**src/rtl/dcache_miss_engine.sv**
```systemverilog
// Blocking data-cache miss handler: sequences victim write-back, block fill and
// write-around traffic between the pipeline, the cache array and memory.
//
// state       | meaning
// IDLE        | serve hits, detect misses and latch the request
// WRITEBACK   | write the dirty victim block to memory
// MEMREAD     | fetch the missing block from memory
// FILL        | write the fetched (and merged) block into the cache array
// WRITEAROUND | write the store straight to memory, no allocation
// RESUME      | one-cycle release of the pipeline after a write-around
module dcache_miss_engine #(
    parameter int ADDR_W         = 32,
    parameter int WORD_BYTES     = 4,
    parameter int BLOCK_BYTES    = 32,
    parameter int WRITE_ALLOCATE = 1,
    parameter int TIMEOUT        = 255,
    parameter int CNT_W          = 16,
    localparam int OFF_W = $clog2(BLOCK_BYTES),
    localparam int WB_W  = $clog2(WORD_BYTES),
    localparam int BA_W  = ADDR_W - OFF_W,
    localparam int WBITS = 8 * WORD_BYTES,
    localparam int BBITS = 8 * BLOCK_BYTES
) (
    input  logic                   clock,
    input  logic                   reset,
    input  logic                   ren,
    input  logic                   wen,
    input  logic [ADDR_W-1:0]      addr,
    input  logic [WORD_BYTES-1:0]  byteSelectVector,
    input  logic [WBITS-1:0]       din,
    input  logic                   cacheHit,
    input  logic                   cacheDirtyBit,
    input  logic [BBITS-1:0]       cacheDout,
    input  logic [BA_W-1:0]        cacheVictimBlockAddr,
    input  logic                   memReadReady,
    input  logic                   memWriteDone,
    input  logic [BBITS-1:0]       memDout,
    output logic                   stall,
    output logic [WBITS-1:0]       dout,
    output logic [BA_W-1:0]        BlockAddr,
    output logic                   cacheRen,
    output logic                   cacheWen,
    output logic                   cacheMemWen,
    output logic [BLOCK_BYTES-1:0] cacheBytesAccess,
    output logic [BBITS-1:0]       cacheDin,
    output logic [BA_W-1:0]        memBlockAddr,
    output logic                   memRen,
    output logic                   memWen,
    output logic [BLOCK_BYTES-1:0] memByteEn,
    output logic [BBITS-1:0]       memDin,
    output logic                   memError,
    output logic [CNT_W-1:0]       missCount
);

    localparam int WPB   = BLOCK_BYTES / WORD_BYTES;
    localparam int WI_W  = OFF_W - WB_W;
    localparam int TMR_W = (TIMEOUT > 1) ? $clog2(TIMEOUT) : 1;
    localparam logic [TMR_W-1:0] TMR_TC = TMR_W'((TIMEOUT > 0) ? TIMEOUT - 1 : 0);

    localparam logic [2:0] S_IDLE        = 3'd0;
    localparam logic [2:0] S_WRITEBACK   = 3'd1;
    localparam logic [2:0] S_MEMREAD     = 3'd2;
    localparam logic [2:0] S_FILL        = 3'd3;
    localparam logic [2:0] S_WRITEAROUND = 3'd4;
    localparam logic [2:0] S_RESUME      = 3'd5;

    logic [2:0]            state;
    logic [2:0]            state_nx;
    logic [TMR_W-1:0]      wait_cnt;
    logic [BA_W-1:0]       lat_baddr;
    logic [BA_W-1:0]       lat_victim;
    logic [WI_W-1:0]       lat_widx;
    logic [WBITS-1:0]      lat_din;
    logic [WORD_BYTES-1:0] lat_bsv;
    logic                  lat_write;
    logic [BBITS-1:0]      fill_data;

    logic                   is_idle;
    logic                   valid_req;
    logic                   req_write;
    logic                   miss;
    logic                   waiting;
    logic                   handshake;
    logic                   timeout_hit;
    logic [WI_W-1:0]        cur_widx;
    logic [WORD_BYTES-1:0]  cur_bsv;
    logic [WBITS-1:0]       cur_din;
    logic [BLOCK_BYTES-1:0] slot_be;
    logic [BBITS-1:0]       din_rep;
    logic [BBITS-1:0]       fill_merged;

    logic unused_addr_lo;
    assign unused_addr_lo = ^addr[WB_W-1:0];

    assign is_idle   = (state == S_IDLE);
    assign valid_req = ren ^ wen;
    assign req_write = wen & ~ren;
    assign miss      = is_idle & valid_req & ~cacheHit;

    assign waiting   = (state == S_WRITEBACK) || (state == S_MEMREAD) ||
                       (state == S_WRITEAROUND);
    assign handshake = (((state == S_WRITEBACK) || (state == S_WRITEAROUND)) && memWriteDone) ||
                       ((state == S_MEMREAD) && memReadReady);
    assign timeout_hit = (TIMEOUT != 0) && waiting && !handshake && (wait_cnt == TMR_TC);

    // Outside IDLE the pipeline fields are stale; everything steers off the latched copy.
    assign cur_widx = is_idle ? addr[OFF_W-1:WB_W] : lat_widx;
    assign cur_bsv  = is_idle ? byteSelectVector   : lat_bsv;
    assign cur_din  = is_idle ? din                : lat_din;
    assign din_rep  = {WPB{cur_din}};
    assign dout     = cacheDout[cur_widx*WBITS +: WBITS];

    always_comb begin
        slot_be = '0;
        for (int w = 0; w < WPB; w++) begin
            if (cur_widx == WI_W'(w)) begin
                slot_be[w*WORD_BYTES +: WORD_BYTES] = cur_bsv;
            end
        end
    end

    always_comb begin
        fill_merged = fill_data;
        for (int b = 0; b < BLOCK_BYTES; b++) begin
            if (lat_write && slot_be[b]) begin
                fill_merged[b*8 +: 8] = din_rep[b*8 +: 8];
            end
        end
    end

    always_comb begin
        state_nx = state;
        case (state)
            S_IDLE: begin
                if (miss) begin
                    if (req_write && (WRITE_ALLOCATE == 0)) state_nx = S_WRITEAROUND;
                    else if (cacheDirtyBit)                 state_nx = S_WRITEBACK;
                    else                                    state_nx = S_MEMREAD;
                end
            end
            S_WRITEBACK: begin
                if (memWriteDone)     state_nx = S_MEMREAD;
                else if (timeout_hit) state_nx = S_IDLE;
            end
            S_MEMREAD: begin
                if (memReadReady)     state_nx = S_FILL;
                else if (timeout_hit) state_nx = S_IDLE;
            end
            S_FILL:   state_nx = S_IDLE;
            S_WRITEAROUND: begin
                if (memWriteDone)     state_nx = S_RESUME;
                else if (timeout_hit) state_nx = S_IDLE;
            end
            S_RESUME: state_nx = S_IDLE;
            default:  state_nx = S_IDLE;
        endcase
    end

    always_comb begin
        stall            = 1'b0;
        cacheRen         = 1'b0;
        cacheWen         = 1'b0;
        cacheMemWen      = 1'b0;
        BlockAddr        = is_idle ? addr[ADDR_W-1:OFF_W] : lat_baddr;
        cacheBytesAccess = slot_be;
        cacheDin         = din_rep;
        memBlockAddr     = lat_baddr;
        memRen           = 1'b0;
        memWen           = 1'b0;
        memByteEn        = '0;
        memDin           = '0;
        case (state)
            S_IDLE: begin
                stall    = miss;
                cacheRen = valid_req & ~req_write & cacheHit;
                cacheWen = valid_req & req_write & cacheHit;
            end
            S_WRITEBACK: begin
                stall        = 1'b1;
                memWen       = 1'b1;
                memBlockAddr = lat_victim;
                memDin       = cacheDout;
                memByteEn    = '1;
            end
            S_MEMREAD: begin
                stall  = 1'b1;
                memRen = 1'b1;
            end
            S_FILL: begin
                stall            = 1'b1;
                cacheMemWen      = 1'b1;
                cacheBytesAccess = '1;
                cacheDin         = fill_merged;
            end
            S_WRITEAROUND: begin
                stall     = 1'b1;
                memWen    = 1'b1;
                memDin    = din_rep;
                memByteEn = slot_be;
            end
            default: ;
        endcase
    end

    always_ff @(posedge clock) begin
        if (!reset) begin
            state      <= S_IDLE;
            wait_cnt   <= '0;
            memError   <= 1'b0;
            missCount  <= '0;
            lat_baddr  <= '0;
            lat_victim <= '0;
            lat_widx   <= '0;
            lat_din    <= '0;
            lat_bsv    <= '0;
            lat_write  <= 1'b0;
            fill_data  <= '0;
        end else begin
            state <= state_nx;
            if (state_nx != state) begin
                wait_cnt <= '0;
            end else if (waiting && (TIMEOUT != 0)) begin
                wait_cnt <= wait_cnt + 1'b1;
            end
            if (timeout_hit) begin
                memError <= 1'b1;
            end
            if (miss) begin
                lat_baddr  <= addr[ADDR_W-1:OFF_W];
                lat_victim <= cacheVictimBlockAddr;
                lat_widx   <= addr[OFF_W-1:WB_W];
                lat_din    <= din;
                lat_bsv    <= byteSelectVector;
                lat_write  <= req_write;
                if (missCount != '1) begin
                    missCount <= missCount + 1'b1;
                end
            end
            if ((state == S_MEMREAD) && memReadReady) begin
                fill_data <= memDout;
            end
        end
    end

endmodule

```
**config.mk**
```make
export PLATFORM = sky130hd
export DESIGN_NAME = dcache_miss_engine
export DESIGN_NICKNAME = d
export VERILOG_FILES = /design/src/rtl/dcache_miss_engine.sv
export SDC_FILE = /design/constraint.sdc
export NUM_CORES = 1
export LEC_CHECK = 0
export ABC_AREA = 1
export CAP_MARGIN = 10
export CORE_AREA = 2 2 510 512
export DETAILED_ROUTE_END_ITERATION = 12
export DIE_AREA = 0 0 512 514
export GPL_TIMING_DRIVEN = 1
export PLACE_DENSITY = 0.3
export SETUP_SLACK_MARGIN = 0.15
export SYNTH_ARGS = -nofsm -noshare
export SYNTH_HDL_FRONTEND = slang
export SYNTH_SLANG_ARGS = --single-unit
```
**constraint.sdc**
```tcl
create_clock -name clock -period 2.8 [get_ports clock]
set_input_delay 0.42 -clock clock [delete_from_list [all_inputs] [get_ports clock]]
set_output_delay 0.42 -clock clock [all_outputs]
set_load 0.02 [all_outputs]
```
### I/O nets highlighted

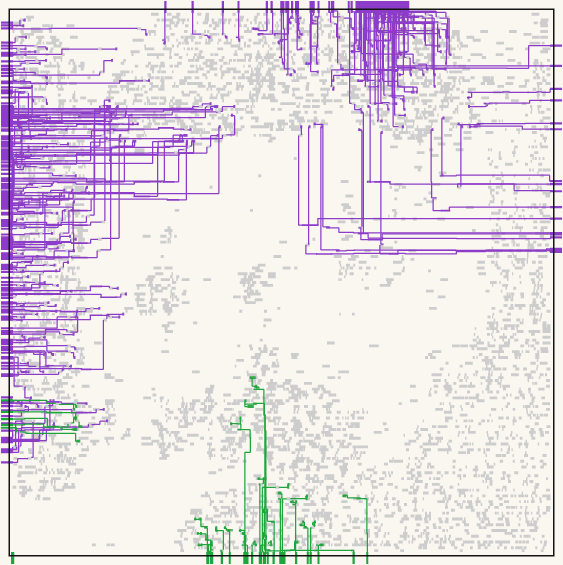
legend:
  addr:
    color: green
    bits: 32
    direction: input
    end_cells: 60
    wire: 1,890 microns
  memDout:
    color: purple
    bits: 256
    direction: input
    end_cells: 256
    wire: 20.4 mm
io pins: 1,300
number of buffer cells added on primary ports: 1,297

### Placed standard cells

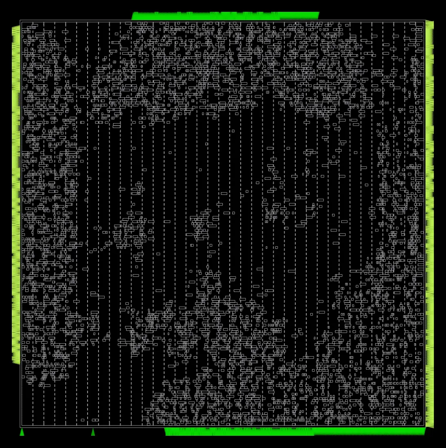
row cnt: 187
Seq area share: 0.150

### Signal wires on met3

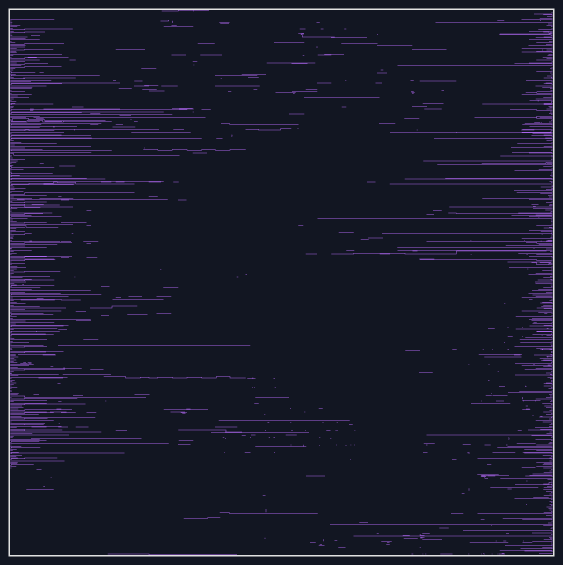
share of all routed wire: 8.2%
wire length on this layer: 21.0 mm
vias after detailed routing: 32,100
GR Util met3: 0.0651
wire length after detailed routing: 256,000 microns

### Where the registers sit

Other sequential cells in the stronger gray, the rest of the logic in the fainter gray.
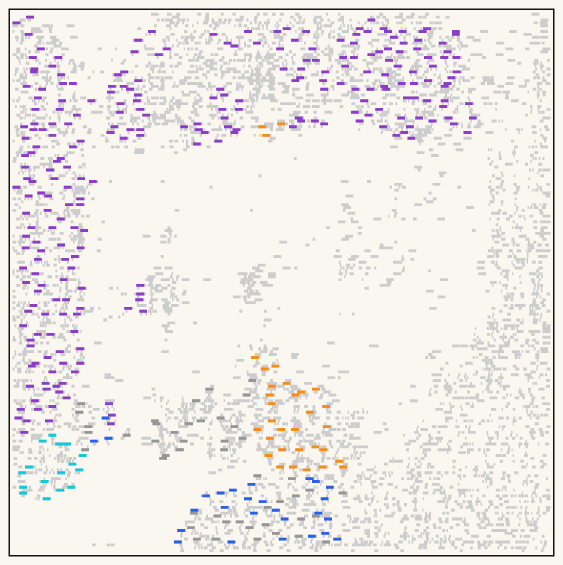
legend:
  fill_data:
    color: purple
    flops: 256
  lat_din:
    color: orange
    flops: 32
    where: south
  lat_victim:
    color: blue
    flops: 27
    where: south
  missCount:
    color: cyan
    flops: 16
    where: south-west
not colored: 47
Seq group: 0.00572 W
Register Area: 7570 sq um

### Routed metal per tile

26 x 26 tiles, from black (low) to pale yellow (high), scaled to the fullest tile. Values are wire area over tile area, all layers added.
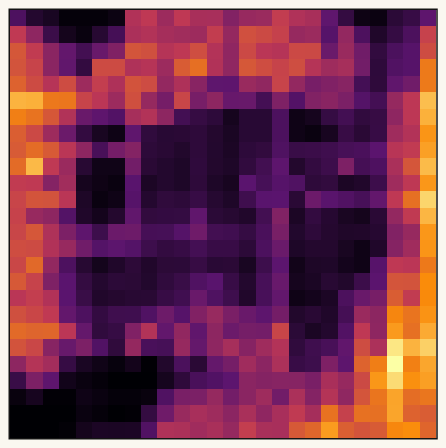
nearly empty tiles: 3.4%
emptiest ninth of the die: center
tiles over half the peak: 22%
GRT Resource Usage Total: 0.184
mean routed wirelength per cell: 28.9 microns

==> impl_summary.log <==
[metrics] run summary
INFO  metric finalMaxSlewViolations = 0
INFO  metric routed-wl-met2 = 130,000 microns
INFO  metric path_common_cell = sky130_fd_sc_hd__buf_12
INFO  metric comb_area_share = 0.258
INFO  metric endpoint_kind = primary output
INFO  metric layout.clock.cell_area_share = 0.0353
INFO  metric tap_cells = 3,402
INFO  metric seq_power_share = 0.256
INFO  metric violations = setup timing
INFO  metric largestClassByArea = buffers
INFO  metric htree_num_levels = 2
INFO  metric crit_path_start = state[1]$_SDFF_PN0_
INFO  metric diodes = 32
INFO  metric simple_gate_share = 0.161
INFO  metric clock_sink_count = 378
INFO  metric grt_pass1_vias = 31,600
INFO  metric most_used_standard_cells_in_the_synthesized_netlist = 905 x sky130_fd_sc_hd__o21ai_0, 722 x sky130_fd_sc_hd__nand2_1, 657 x sky130_fd_sc_hd__inv_1
INFO  metric dominant_power_group = combinational cells
INFO  metric p_comb = 0.00940 W
INFO  metric cts-root-buf = sky130_fd_sc_hd__clkbuf_16
INFO  metric synth.cell_area = 22,800 sq um
INFO  metric clock_power_share = 0.322
INFO  metric power.leakage = 20.9 nW
INFO  metric die_height = 514 microns
INFO  metric drcViolationCount = 0
INFO  metric power.clock.total = 0.00720 W
INFO  metric post_synth_main_area_contributors = sky130_fd_sc_hd__dfxtp_1 33%, sky130_fd_sc_hd__o21ai_0 20%, sky130_fd_sc_hd__nand2_1 12%, sky130_fd_sc_hd__inv_1 11%, sky130_fd_sc_hd__a21oi_1 8.0%
INFO  metric numCtsBuffers = 55
INFO  metric setup_viol = 655
INFO  metric layout_setup_ws = -0.710 ns
INFO  metric timing.hold.worst.start = reset
INFO  metric clk_transition_reported_paths = 0.06 ns
INFO  metric crit-reg2reg-launch = state[2]$_SDFF_PN0_
INFO  metric cp-start-kind = flop
INFO  metric drt-vias-per-instance = 3.63
INFO  metric synth.mux.area_fraction = 0
INFO  metric net_count_synth = 4,281
INFO  metric critical_path.max_fanout = 6
INFO  metric ff_type = sky130_fd_sc_hd__dfxtp_1
INFO  metric numSequentialCells = 378
INFO  metric post_synth_fa_ha_maj_area_fraction = 0.00329
INFO  metric clock_buffer_count = 76
INFO  metric synth.lib_cells_used.distinct = 37
INFO  metric die.size.x = 512 microns
INFO  metric result_of_the_run = finished, violations left
INFO  metric ys.warnings.count = 0
state kept, by name, summed over array words and instances (netlist names):
| signal | cells |
|---|---|
| lat_write | 1 |
| lat_bsv | 4 |
| state | 3 |
| wait_cnt | 8 |
| lat_widx | 3 |
| lat_baddr | 27 |
| lat_victim | 27 |
| missCount | 16 |
| lat_din | 32 |
| memError | 1 |
| fill_data | 256 |
worst paths after layout:
path / slack, ns / depth (start not counted) / end
setup / recovery: -0.71 / 17 / cacheDin[58]
setup reg to reg: 0.24 / 12 / wait_cnt[0]$_SDFFE_PP0P_
hold / removal: 0.22 / 3 / fill_data[158]$_SDFFE_PN0P_
hold reg to reg: 0.44 / 2 / fill_data[1]$_SDFFE_PN0P_
No activity file was given, so power comes from the tool's default toggle rates.
